--- src/rtl/ifetch_pkg.sv ---
// Shared types and constants for the instruction-fetch prefetch stage.
package ifetch_pkg;

  typedef enum logic [1:0] {
    IDLE    = 2'd0,
    WAIT    = 2'd1,
    DISCARD = 2'd2
  } fetch_state_t;

  typedef struct packed {
    logic [31:0] pc;
    logic [31:0] inst;
  } entry_t;

  localparam logic [31:0] RESET_PC_DEFAULT = 32'h0000_3000;
  localparam logic [31:0] PC_INC           = 32'd4;

endpackage

--- src/rtl/ifetch_fifo.sv ---
// Prefetch FIFO of {pc, inst} entries. Flush beats push and pop; head is read
// combinationally so the datapath sees it in the same cycle.
module ifetch_fifo
  import ifetch_pkg::*;
#(
  parameter int DEPTH = 4
) (
  input  logic                   clk,
  input  logic                   rst,
  input  logic                   push,
  input  entry_t                 push_data,
  input  logic                   pop,
  input  logic                   flush,
  output logic [$clog2(DEPTH):0] count,
  output entry_t                 head
);
  localparam int PW = $clog2(DEPTH);
  localparam int CW = PW + 1;

  entry_t        mem [DEPTH];
  logic [PW-1:0] wr_ptr_reg;
  logic [PW-1:0] rd_ptr_reg;
  logic [CW-1:0] count_reg;
  logic          do_push;
  logic          do_pop;

  // A push into a full FIFO is accepted only when a pop frees a slot the same cycle.
  assign do_pop  = pop && (count_reg != '0);
  assign do_push = push && ((count_reg != CW'(DEPTH)) || do_pop);

  always_ff @(posedge clk) begin
    if (rst && !flush && do_push) begin
      mem[wr_ptr_reg] <= push_data;
    end
  end

  always_ff @(posedge clk) begin
    if (!rst || flush) begin
      wr_ptr_reg <= '0;
      rd_ptr_reg <= '0;
      count_reg  <= '0;
    end else begin
      if (do_push) wr_ptr_reg <= wr_ptr_reg + 1'b1;
      if (do_pop)  rd_ptr_reg <= rd_ptr_reg + 1'b1;
      count_reg <= count_reg + CW'(do_push) - CW'(do_pop);
    end
  end

  assign count = count_reg;
  assign head  = mem[rd_ptr_reg];

endmodule

--- src/rtl/ifetch_prefetch.sv ---
// Instruction fetch with a single-outstanding req/ack memory port feeding a prefetch FIFO.
// Define IFETCH_BYPASS_EN to forward an acked word straight to the outputs when the FIFO is empty.
module ifetch_prefetch
  import ifetch_pkg::*;
#(
  parameter int          DEPTH    = 4,
  parameter logic [31:0] RESET_PC = RESET_PC_DEFAULT
) (
  input  logic        clk,
  input  logic        rst,
  input  logic        redirect_valid,
  input  logic [31:0] redirect_pc,
  input  logic        consume,
  output logic        inst_valid,
  output logic [31:0] inst_out,
  output logic [31:0] inst_pc,
  output logic        mem_req,
  output logic [31:0] mem_addr,
  input  logic        mem_ack,
  input  logic [31:0] mem_rdata
);
  localparam int            CW    = $clog2(DEPTH) + 1;
  localparam logic [CW-1:0] LIMIT = CW'(DEPTH);

  fetch_state_t  state_reg, state_next;
  logic [31:0]   fpc_reg, fpc_next;
  logic [31:0]   mem_addr_reg, mem_addr_next;
  logic          mem_req_reg, mem_req_next;
  logic [CW-1:0] fifo_count;
  logic [CW-1:0] count_after;
  entry_t        fifo_head;
  entry_t        push_entry;
  logic          ack_xfer;
  logic          bypass;
  logic          push;
  logic          pop;
  logic          has_head;
  logic [31:0]   redirect_target;
  logic [31:0]   fpc_inc;
  logic          unused_low_bits;

  assign redirect_target = {redirect_pc[31:2], 2'b00};
  assign unused_low_bits = ^redirect_pc[1:0];
  assign fpc_inc         = fpc_reg + PC_INC;
  assign ack_xfer        = mem_req_reg && mem_ack;
  assign has_head        = (fifo_count != '0);

`ifdef IFETCH_BYPASS_EN
  assign bypass = (state_reg == WAIT) && ack_xfer && !has_head && !redirect_valid;
`else
  assign bypass = 1'b0;
`endif

  // A bypassed word that is consumed in the same cycle never occupies a slot.
  assign push        = (state_reg == WAIT) && ack_xfer && !redirect_valid && !(bypass && consume);
  assign pop         = consume && has_head && !redirect_valid;
  assign count_after = redirect_valid ? '0 : (fifo_count + CW'(push) - CW'(pop));
  assign push_entry  = '{pc: fpc_reg, inst: mem_rdata};

  ifetch_fifo #(
    .DEPTH(DEPTH)
  ) u_fifo (
    .clk      (clk),
    .rst      (rst),
    .push     (push),
    .push_data(push_entry),
    .pop      (pop),
    .flush    (redirect_valid),
    .count    (fifo_count),
    .head     (fifo_head)
  );

  always_ff @(posedge clk) begin
    if (!rst) begin
      state_reg    <= IDLE;
      fpc_reg      <= RESET_PC;
      mem_req_reg  <= 1'b0;
      mem_addr_reg <= RESET_PC;
    end else begin
      state_reg    <= state_next;
      fpc_reg      <= fpc_next;
      mem_req_reg  <= mem_req_next;
      mem_addr_reg <= mem_addr_next;
    end
  end

  always_comb begin
    state_next    = state_reg;
    fpc_next      = fpc_reg;
    mem_req_next  = mem_req_reg;
    mem_addr_next = mem_addr_reg;
    case (state_reg)
      IDLE: begin
        if (count_after < LIMIT) begin
          state_next    = WAIT;
          mem_req_next  = 1'b1;
          mem_addr_next = redirect_valid ? redirect_target : fpc_reg;
        end
      end
      WAIT: begin
        if (redirect_valid) begin
          // Without an ack the request is still live and must be drained with its stale address.
          if (ack_xfer) begin
            state_next   = IDLE;
            mem_req_next = 1'b0;
          end else begin
            state_next = DISCARD;
          end
        end else if (ack_xfer) begin
          fpc_next = fpc_inc;
          if (count_after < LIMIT) begin
            mem_addr_next = fpc_inc;
          end else begin
            state_next   = IDLE;
            mem_req_next = 1'b0;
          end
        end
      end
      DISCARD: begin
        if (ack_xfer) begin
          state_next   = IDLE;
          mem_req_next = 1'b0;
        end
      end
      default: begin
        state_next   = IDLE;
        mem_req_next = 1'b0;
      end
    endcase
    if (redirect_valid) fpc_next = redirect_target;
  end

  assign mem_req    = mem_req_reg;
  assign mem_addr   = mem_addr_reg;
  assign inst_valid = has_head || bypass;
  assign inst_out   = bypass ? mem_rdata : (has_head ? fifo_head.inst : 32'd0);
  assign inst_pc    = bypass ? fpc_reg   : (has_head ? fifo_head.pc   : 32'd0);

endmodule
--- config.mk ---
export PLATFORM = sky130hd
export DESIGN_NAME = ifetch_prefetch
export DESIGN_NICKNAME = d
export VERILOG_FILES = /design/src/rtl/ifetch_pkg.sv /design/src/rtl/ifetch_fifo.sv /design/src/rtl/ifetch_prefetch.sv
export SDC_FILE = /design/constraint.sdc
export NUM_CORES = 1
export LEC_CHECK = 0
export ABC_AREA = 1
export CAP_MARGIN = 20
export CORE_MARGIN = 2
export CORE_UTILIZATION = 40
export DETAILED_ROUTE_END_ITERATION = 12
export GPL_TIMING_DRIVEN = 0
export MAX_ROUTING_LAYER = met4
export PLACE_DENSITY = 0.57
export SKIP_CTS_REPAIR_TIMING = 1
export SLEW_MARGIN = 10
export SYNTH_ARGS = -nofsm -noshare
export SYNTH_HDL_FRONTEND = slang
export SYNTH_SLANG_ARGS = --single-unit
export TNS_END_PERCENT = 5
--- constraint.sdc ---
create_clock -name clk -period 8.4 [get_ports clk]
set_input_delay 0.84 -clock clk [delete_from_list [all_inputs] [get_ports clk]]
set_output_delay 0.84 -clock clk [all_outputs]
set_load 0.005 [all_outputs]
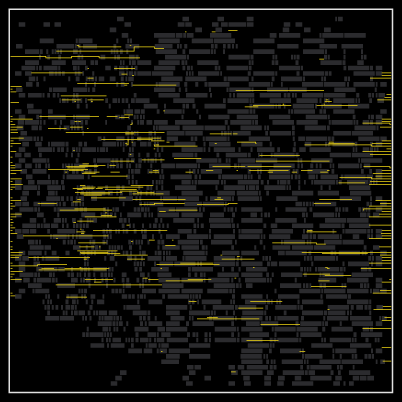
Run 1: M3 wires
(2 px per um) Cells faint in the background.
217 nets have wire on it. The longest straight run is 52.9 um.

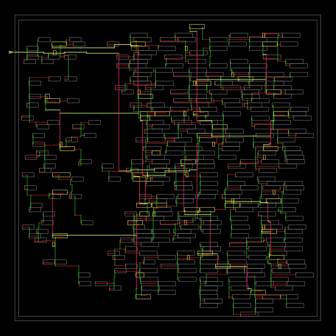
Run 1: clock wiring as the flow saved it
number of clock buffers in the layout: 47
clock buffer count from CTS: 35
clk_lat worst skew: 0.51 ns
P_clk: 1440 uW

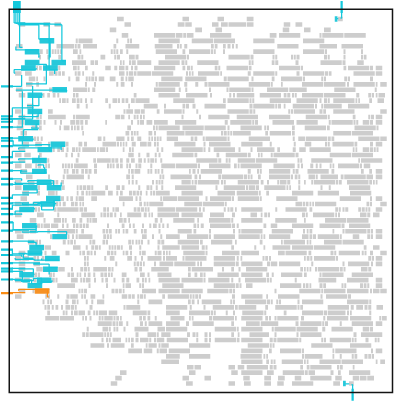
Run 1: port wiring
(2 px per um)
Key: `mem_req` = orange [bits 1, direction output, edge left, end cells 1, buffers 1, wire 27.5 um]; `mem_addr` = cyan [bits 32, direction output, edge 26 left, 5 top, 1 bottom, end cells 32, buffers 32, wire 941 um]
I/O Buffers: 160
I/O pins: 167

==> run notes, run 1 <==
yosys + openroad results -> Max-cap violations=0, FF-to-FF path depth=12, cell type with the largest total area=edfxtp_1, sequential share of power=0.501, R2R setup slack=5.26 ns, FFs w/ async S/R, synth=0, Worst EP arrival=3.12 ns, final period utilization=0.472, slew margin rel.=0.457, Comb gate area=4410 sq um, Peak Freq=0.252 GHz, Max-area cell share=0.533, Lkg Pwr=0.00617 uW, antenna violations before repair=0, GPL Wtd Cong=0.932, sequential cell area=8890 sq um, top_reg_cell synth=edfxtp_1, design area=17400 sq um, Yosys Instances=1437, Worst setup EP type=primary output, P_int=2760 uW, Yosys warnings=0, first-iteration detailed-routing DRC count=874, status=complete, no violations, vias=10942, number of enable flip-flop cells=248, vias per std cell=5.15, RSZ-0062 raised after global routing=no, Core Util at FP=0.405, leading post-synthesis cells by cell area=edfxtp_1 53%, dfxtp_1 10%, nor2_1 9.5%, o21ai_0 6.8%, a21oi_1 4.1%, row cnt=68, worst r2r src=state_reg[0]$_SDFFE_PN0P_, fa+ha+maj area frac=0.00950, Final Max Tran Viols=0, yosys aoi share=0.127, Min-Delay Path Class=reg -> reg, first-pass GRT wire length=60900 um, Yosys chip area=14000 sq um, measured slew at the worst slew-check pin=0.813 ns, Antenna Diode Count=0, GRT Total Usage=0.227, layout cells sized above 1=0.0623, Synth flops=320, Sw Pwr=846 uW, Die X=191 um, mux contribution to synthesized area=0, clock tree from TritonCTS=built, Pwr Density=207 nW/um^2, die height=191 um, largest net degree at the start of global routing=27, placed instance area=16400 sq um, total gr overflow=0, Non-Filler Instances=2125, filler cell count=3177, Post-DP HPWL=27600 um, Chip Area=36400 sq um, antenna-violating nets left=0, placed instance count=2064, Area growth syn-to-layout=24.9%, Clk pwr share=0.400
-- run 1: synthesized netlist by cell type, types with 2 or more instances --
| library cell | count |
|---|---|
| nor2_1 | 354 |
| edfxtp_1 | 248 |
| o21ai_0 | 190 |
| nand2_1 | 152 |
| a21oi_1 | 114 |
| inv_1 | 76 |
| dfxtp_1 | 72 |
| clkbuf_1 | 54 |
| nand3_1 | 46 |
| a31oi_1 | 15 |
| buf_2 | 13 |
| xor2_1 | 11 |
| nand4_1 | 10 |
| buf_4 | 9 |
| ha_1 | 9 |
| o211ai_1 | 9 |
| nor2_2 | 8 |
| inv_2 | 7 |
| nor3_1 | 7 |
| buf_6 | 3 |
| o21ai_1 | 3 |
| o221ai_1 | 3 |
| o22ai_1 | 3 |
| buf_1 | 2 |
| clkinv_1 | 2 |
| nand3_2 | 2 |
| nand3b_1 | 2 |
| o2111ai_1 | 2 |
-- run 1: power by group through the flow --
stage	Combinational, uW	Clock (uW)	Sequential (uW)
after floorplan	174	0	1820
after global placement	350	0	1840
after detailed placement	351	0	1840
after CTS	354	1470	1800
after global routing	391	1530	1810
final	355	1440	1810
-- run 1: metal layers --
| metal | share of wire | GRT usage | wire length (um) |
|---|---|---|---|
| met1 | 0.44 | 0.301 | 17700 |
| met2 | 0.46 | 0.362 | 18400 |
| met3 | 0.065 | 0.0252 | 2610 |
| met4 | 0.033 | 0.0781 | 1330 |
| met5 | 0 | - | 0 |
-- run 1: metrics by stage --
| step | setup WS [ns] | utilization | power [uW] |
|---|---|---|---|
| 4_1_cts | 4.38 | 0.506 | 3630 |
| 3_3_place_gp | 0.600 | 0.469 | 2190 |
| 5_1_grt | 4.26 | 0.506 | 3740 |
| 3_5_place_dp | 4.20 | 0.475 | 2190 |
| 6_report | 4.44 | 0.506 | 3600 |
| 2_1_floorplan | 3.74 | - | 2000 |
-- run 1: cells by family after synthesis --
| kind of cell | count (synthesis) |
|---|---|
| and+or+nand+nor | 585 |
| AOI/OAI and AO/OA | 341 |
| DFF | 320 |
| buffers and inverters | 168 |
| xor gates and xnor gates | 12 |
| adders and majority gates | 10 |
| other | 1 |
-- run 1: worst max path at each step --
stage,startpoint,end,slack (ns),cells past startpoint
after global routing,register,inst_pc[20],4.26,7
after floorplan,redirect_valid,u_fifo.mem[0][0]$_DFFE_PP_,3.74,5
after global placement,redirect_valid,u_fifo.mem[1][23]$_DFFE_PP_,0.60,6
after detailed placement,redirect_valid,u_fifo.mem[2][23]$_DFFE_PP_,4.20,8
after CTS,register,inst_pc[20],4.38,7
final,register,inst_pc[20],4.44,7
-- run 1: final cells by class --
cell class              instances  share of cell area
flip-flops and latches        320               0.509
multi-input cells             952               0.253
repair buffers                169               0.103
clock buffers                  47              0.0539
well taps                     455              0.0326
plain buffers                  82              0.0219
inverters                      86              0.0186
clock inverters                14             0.00774
-- run 1: worst max-delay path, cell delays in order (launching register included) --
cell and delay [ns]:
dfxtp_1 0.29, buf_2 0.20, inv_2 0.17, clkbuf_1 0.42, clkbuf_1 0.46, o21ai_0 0.17
a21oi_1 0.34, clkdlybuf4s50_1 0.57
==> run 2: changes to the inputs <==
Settings changed: PLACE_DENSITY 0.57 to 0.6.
Clock period 8.4 ns to 3.5 ns, I/O delays scaled along.
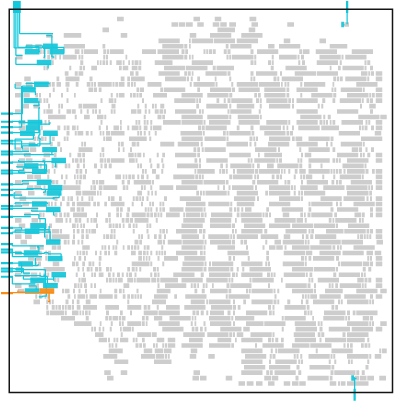
Run 2: port wiring
(2 px per um)
Key: `mem_req` = orange [bits 1, direction output, edge left, end cells 1, buffers 1, wire 30.9 um]; `mem_addr` = cyan [bits 32, direction output, edge 26 left, 5 top, 1 bottom, end cells 32, buffers 32, wire 1000 um]

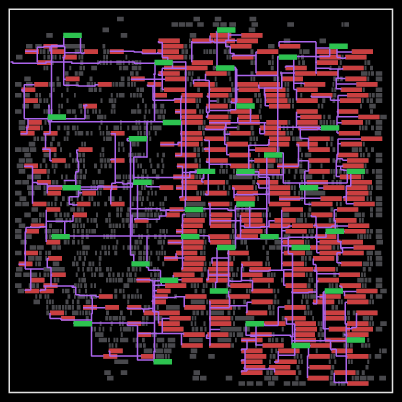
Run 2: routed clock nets over the placement
(2 px per um)
Key: clock drivers = green [count 35]; clock wires = purple [length 3990 um]; flip-flops = red [count 320]
There are 36 routed clock nets.

==> run 2 against run 1 <==
Effect of this change: first-iteration DRC count fell by 3.1%; utilization rose by 0.12 points; area after synthesis did not move; cell area rose by 0.23%; critical path depth rose by 1; register-to-register slack got worse by 4.9 ns; flip-flop count did not move; global-route usage rose by 0.057 points; critical endpoint is now inst_pc[22].
==> run notes, run 2 <==
yosys + openroad results -> R2R setup slack=0.37 ns (-4.89 ns), slew margin rel.=0.476 (+0.0190), Lkg Pwr=0.00620 uW (+0.49%), row cnt=68 (unchanged), clk_lat worst skew=0.53 ns (+0.02 ns), Die X=191 um (unchanged), largest net degree at the start of global routing=27 (unchanged), Yosys Instances=1437 (unchanged), number of enable flip-flop cells=248 (unchanged), met2 WL=18700 um (+1.5%), top cells by count=354 x nor2_1, 248 x edfxtp_1, 190 x o21ai_0, vias=11005 (+0.58%), Worst path max stage delay=0.57 ns (about the same), layout cells sized above 1=0.0665 (+0.00427), final period utilization=0.953, Chip Area=36400 sq um (unchanged), GRT Total Usage=0.227 (+0.000572), FF-to-FF path depth=12 (unchanged), Final Max Tran Viols=0 (unchanged), Core Util at FP=0.405 (unchanged), antenna-violating nets left=0 (unchanged), Synth flops=320 (unchanged), Yosys chip area=14000 sq um (unchanged), clock buffer count from CTS=35 (unchanged), total gr overflow=0 (unchanged), measured slew at the worst slew-check pin=0.785 ns (-0.0285 ns), die height=191 um (unchanged), met3 WL=2470 um (-5.6%), I/O pins=167 (unchanged), leading post-synthesis cells by cell area=edfxtp_1 53%, dfxtp_1 10%, nor2_1 9.5%, o21ai_0 6.8%, a21oi_1 4.1%, Area growth syn-to-layout=25.2%, vias per std cell=5.18 (+0.67%), status=complete, no violations, sequential share of power=0.491 (-0.010), DRT met1 WL=18300 um (+3.7%), Sw Pwr=2110 uW (+150%), Antenna Diode Count=0 (unchanged), DR top layer=met4, Clk pwr share=0.412 (+0.012), Worst setup EP type=primary output, first-iteration detailed-routing DRC count=847 (-3.1%), top_reg_cell synth=edfxtp_1, dominant cell by count in the synthesized netlist=nor2_1, I/O Buffers=160 (unchanged), Post-DP HPWL=28000 um (+1.5%), Yosys warnings=0 (unchanged), crit path to=inst_pc[22], RSZ-0062 raised after global routing=no, FFs w/ async S/R, synth=0 (unchanged), Min-Delay Path Class=in -> reg, WP data required=3.15 ns, Max-area cell share=0.533 (unchanged), Peak Freq=0.300 GHz, crit-path cells=buf_2 -> buf_1 -> buf_2 -> nor2_1 -> nor2_1 -> o21ai_0 -> a21oi_1 -> clkdlybuf4s50_1, first-pass GRT wire length=60500 um (-0.75%), Worst EP arrival=2.99 ns (-0.13 ns), GPL Wtd Cong=1.01 (+8.7%), Crit-path slowest cell=clkdlybuf4s50_1, P_int=6720 uW (+140%), Max-cap violations=0 (unchanged), cell type with the largest total area=edfxtp_1
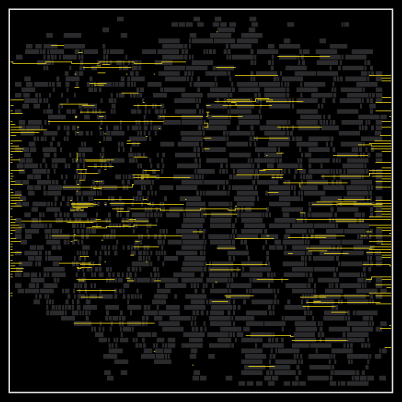
Run 2: M3 wires
(2 px per um) Cells faint in the background.
208 nets have wire on it. The wires run mostly horizontal.

run 2: cell counts after synthesis:
No cell type changed its count.
run 2: power by group through the flow:
stage	Sequential, uW	Clock, uW	Combinational [uW]
floorplan	4370	0	417
global placement	4410	0	842
detailed placement	4410	0	844
CTS	4330	3700	852
global route	4350	3860	941
finish	4340	3640	857
run 2: cell type report:
type / instances / area [sq um]
Fill cell: 3175 / 17000
Timing Repair Buffer: 169 / 1800
Clock buffer: 39 / 891
Clock inverter: 22 / 224
Multi-Input combinational cell: 952 / 4410
Inverter: 86 / 325
Sequential cell: 320 / 8890
Tap cell: 455 / 569
Buffer: 80 / 375
run 2: worst max-delay path: cells and delay by family (launching register included):
kind	cells	cell delay [ns]
buffers and inverters	4	1.60
AND-OR/OR-AND	2	0.39
flip-flops	1	0.30
AND/OR/NAND/NOR	2	0.16
run 2: worst min path at each step:
| stage | startpoint | to | slack, ns | depth (start not counted) |
|---|---|---|---|---|
| final | redirect_pc[4] | fpc_reg[4]$_SDFFE_PN0P_ | 0.46 | 3 |
| after global routing | mem_rdata[29] | u_fifo.mem[1][29]$_DFFE_PP_ | 0.45 | 1 |
| after CTS | mem_rdata[23] | u_fifo.mem[3][23]$_DFFE_PP_ | 0.44 | 1 |
| after detailed placement | mem_addr[10]$_SDFFE_PN0P_ | mem_addr[10]$_SDFFE_PN0P_ | 0.46 | 2 |
| after global placement | u_fifo.rd_ptr_reg[0]$_SDFFE_PP0P_ | u_fifo.rd_ptr_reg[0]$_SDFFE_PP0P_ | 0.45 | 1 |
| after floorplan | u_fifo.rd_ptr_reg[1]$_SDFFE_PP0P_ | register | 0.44 | 2 |
run 2: routing by layer:
metal  global-route usage  vias up
met1                0.306     5176
li1                     -     5341
met2                0.360      409
met4               0.0671        0
met5                    -        -
met3               0.0302       79
run 2: logic make-up after synthesis:
kind of cell / Yosys count / synth area share
fa+ha+maj: 10 / 0.00950
other cells: 1 / 0.000269
compound gates: 341 / 0.127
simple gates: 585 / 0.168
flops: 320 / 0.637
buf+inv: 168 / 0.0506
xor+xnor: 12 / 0.00753
run 2: per-stage QoR:
| stage | power (uW) | setup WS, ns | utilization | cell area, sq um | cells |
|---|---|---|---|---|---|
| after floorplan | 4790 | -0.815 | - | 14000 | 1440 |
| after global placement | 5250 | -3.83 | 0.469 | 16100 | 2055 |
| after detailed placement | 5250 | -0.248 | 0.475 | 16400 | 2064 |
| after CTS | 8890 | -0.0708 | 0.508 | 17500 | 2125 |
| after global routing | 9150 | 0.000451 | 0.508 | 17500 | 2123 |
| final | 8830 | 0.163 | 0.508 | 17500 | 2123 |
==> run 3: changes to the inputs <==
Settings changed: CAP_MARGIN 20 to 0, CELL_PAD_IN_SITES_DETAIL_PLACEMENT set to 0, CELL_PAD_IN_SITES_GLOBAL_PLACEMENT set to 1, PLACE_DENSITY 0.6 to 0.71.
Clock period 3.5 ns to 4.1 ns, I/O delays scaled along.
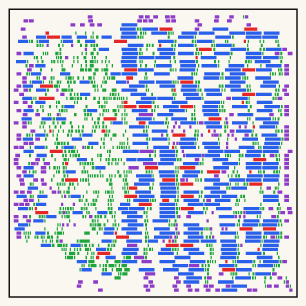
Run 3: placement by cell class
(1.5 px per um)
Key: other buffers and delay cells = purple [cells 251, share of their area 13%]; clock drivers and dummy loads = red [cells 62, share of their area 6.6%]; combinational and other logic = green [cells 1038, share of their area 28%]; flops = blue [cells 320, share of their area 53%]
design area: 17500 sq um
post-layout util: 0.508
Core ar.: 34500 sq um

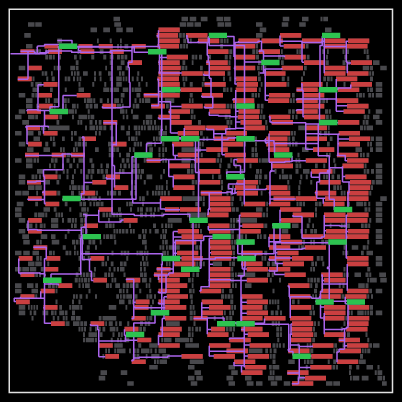
Run 3: routed clock nets over the placement
(2 px per um)
Key: clock wires = purple [length 3780 um]; flip-flops = red [count 320]; clock drivers = green [count 35]
There are 36 routed clock nets.
P_clk: 3040 uW
clock skew: 0.0173 ns
Clk pwr share: 0.407

==> run 3 against run 2 <==
Effect of this change: flip-flop count is the same; combinational power shrank 15%; global-route usage grew 0.092 points; final cell count grew 0.14%; clock skew grew 0.0054 ns; die size is the same; sequential share of layout area is essentially flat; critical path type unchanged; worst hold slack gained 0.022 ns; non-clock buffer count grew 2; wire length shrank 0.43%.
==> run notes, run 3 <==
yosys + openroad results -> status=complete, no violations, measured slew at the worst slew-check pin=0.820 ns (+0.0352 ns), Yosys warnings=0 (unchanged), crit-path cells=buf_2 -> inv_2 -> clkbuf_1 -> clkbuf_1 -> o21ai_0 -> a21oi_1 -> clkdlybuf4s50_1, Antenna Diode Count=0 (unchanged), die height=191 um (unchanged), number of enable flip-flop cells=248 (unchanged), Worst path max stage delay=0.56 ns (about the same), antenna-violating nets left=0 (unchanged), FFs w/ async S/R, synth=0 (unchanged), row cnt=68 (unchanged), Worst EP arrival=3.09 ns (+0.10 ns), placed instance area=16400 sq um (unchanged), Non-Filler Instances=2126 (+0.14%), Final Max Tran Viols=0 (unchanged), Max-area cell share=0.533 (unchanged), first-pass GRT wire length=61000 um (+0.92%), Min-Delay Path Class=reg -> reg, crit path to=inst_pc[19], Worst setup EP type=primary output, dominant cell by count in the synthesized netlist=nor2_1, cell type with the largest total area=edfxtp_1, Chip Area=36400 sq um (unchanged), GRT Total Usage=0.228 (+0.000917), total gr overflow=0 (unchanged), clock buffer count from CTS=35 (unchanged), top cells by count=354 x nor2_1, 248 x edfxtp_1, 190 x o21ai_0, Crit-path slowest cell=clkdlybuf4s50_1, first-iteration detailed-routing DRC count=765 (-9.7%), leading post-synthesis cells by cell area=edfxtp_1 53%, dfxtp_1 10%, nor2_1 9.5%, o21ai_0 6.8%, a21oi_1 4.1%, I/O pins=167 (unchanged), vias per std cell=5.11 (-1.4%), largest net degree at the start of global routing=26 (-3.7%), Yosys Instances=1437 (unchanged), sequential share of power=0.496 (+0.005), Tot Pwr=7470 uW (-15%), Peak Freq=0.285 GHz, Yosys chip area=14000 sq um (unchanged), P_int=5710 uW (-15%), FF-to-FF path depth=12 (unchanged), slew margin rel.=0.452 (-0.0235), R2R setup slack=0.97 ns (+0.60 ns), Sw Pwr=1760 uW (-17%), GPL Wtd Cong=0.928 (-8.4%), clk_lat worst skew=0.51 ns (-0.02 ns), Lkg Pwr=0.00618 uW (-0.22%), Area growth syn-to-layout=25.3% (about the same), Post-DP HPWL=27900 um (-0.25%), Die X=191 um (unchanged), WP data required=3.69 ns (+0.54 ns), placed instance count=2064 (unchanged)
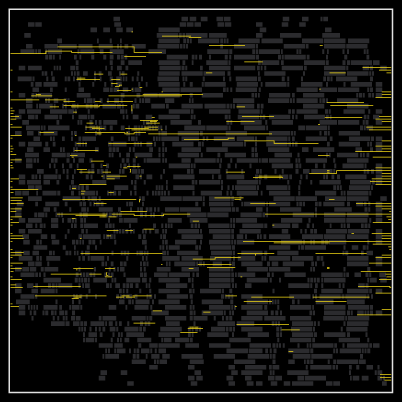
Run 3: M3 wires
(2 px per um) Cells faint in the background.
The layer holds 5.5% of the routed length. 192 nets have wire on it. The wires run mostly horizontal. The layer carries 2200 um of wire.
met3 Usage GRT: 0.0307
Routed WL: 40300 um
vias: 10871

-- run 3: power groups by stage --
stage               registers, uW  logic [uW]  clock network, uW
finish                       3700         728               3040
CTS                          3700         725               3100
floorplan                    3730         356                  0
detailed placement           3760         719                  0
global route                 3710         803               3230
global placement             3770         716                  0
-- run 3: kinds of logic after synthesis --
group,synth area share
and+or+nand+nor,0.168
AOI/OAI and AO/OA,0.127
DFF,0.637
buffers and inverters,0.0506
xor gates and xnor gates,0.00753
adders and majority gates,0.00950
other,0.000269
-- run 3: area by class of cell --
type / count / area [sq um]
fill: 3210 / 17000
sequential: 320 / 8890
multi-input combinational: 952 / 4410
timing repair buffer: 169 / 1800
clock buffer: 48 / 976
tap: 455 / 569
buffer: 82 / 382
inverter: 86 / 325
clock inverter: 14 / 139
-- run 3: worst min path at each step --
stage                                       from                                 to  slack, ns  cells after the start
3_5_place_dp           mem_addr[13]$_SDFFE_PN1P_          mem_addr[13]$_SDFFE_PN1P_       0.46                      2
5_1_grt        u_fifo.rd_ptr_reg[0]$_SDFFE_PP0P_  u_fifo.rd_ptr_reg[0]$_SDFFE_PP0P_       0.49                      1
4_1_cts                mem_addr[13]$_SDFFE_PN1P_          mem_addr[13]$_SDFFE_PN1P_       0.48                      2
2_1_floorplan  u_fifo.rd_ptr_reg[1]$_SDFFE_PP0P_                           register       0.44                      2
6_report               mem_addr[13]$_SDFFE_PN1P_          mem_addr[13]$_SDFFE_PN1P_       0.48                      2
3_3_place_gp   u_fifo.rd_ptr_reg[0]$_SDFFE_PP0P_  u_fifo.rd_ptr_reg[0]$_SDFFE_PP0P_       0.45                      1
-- run 3: stage by stage --
step	utilization	setup slack [ns]
global route	0.508	0.383
finish	0.508	0.597
floorplan	-	-0.215
CTS	0.508	0.512
global placement	0.469	-3.35
detailed placement	0.475	0.241
-- run 3: layer usage --
metal / vias to the layer above / share of wire / global-route usage
met5: - / 0 / -
met4: 0 / 0.025 / 0.0656
met3: 77 / 0.055 / 0.0307
met2: 363 / 0.47 / 0.366
met1: 5093 / 0.45 / 0.303
li1: 5338 / - / -
-- run 3: critical path, delay by kind of cell, from the launching register on --
family,cells,cell delay (ns)
AND-OR/OR-AND,2,0.46
buffers and inverters,5,1.84
flip-flops,1,0.29
Power figures rest on the tool's default switching activity, not on a simulated workload.
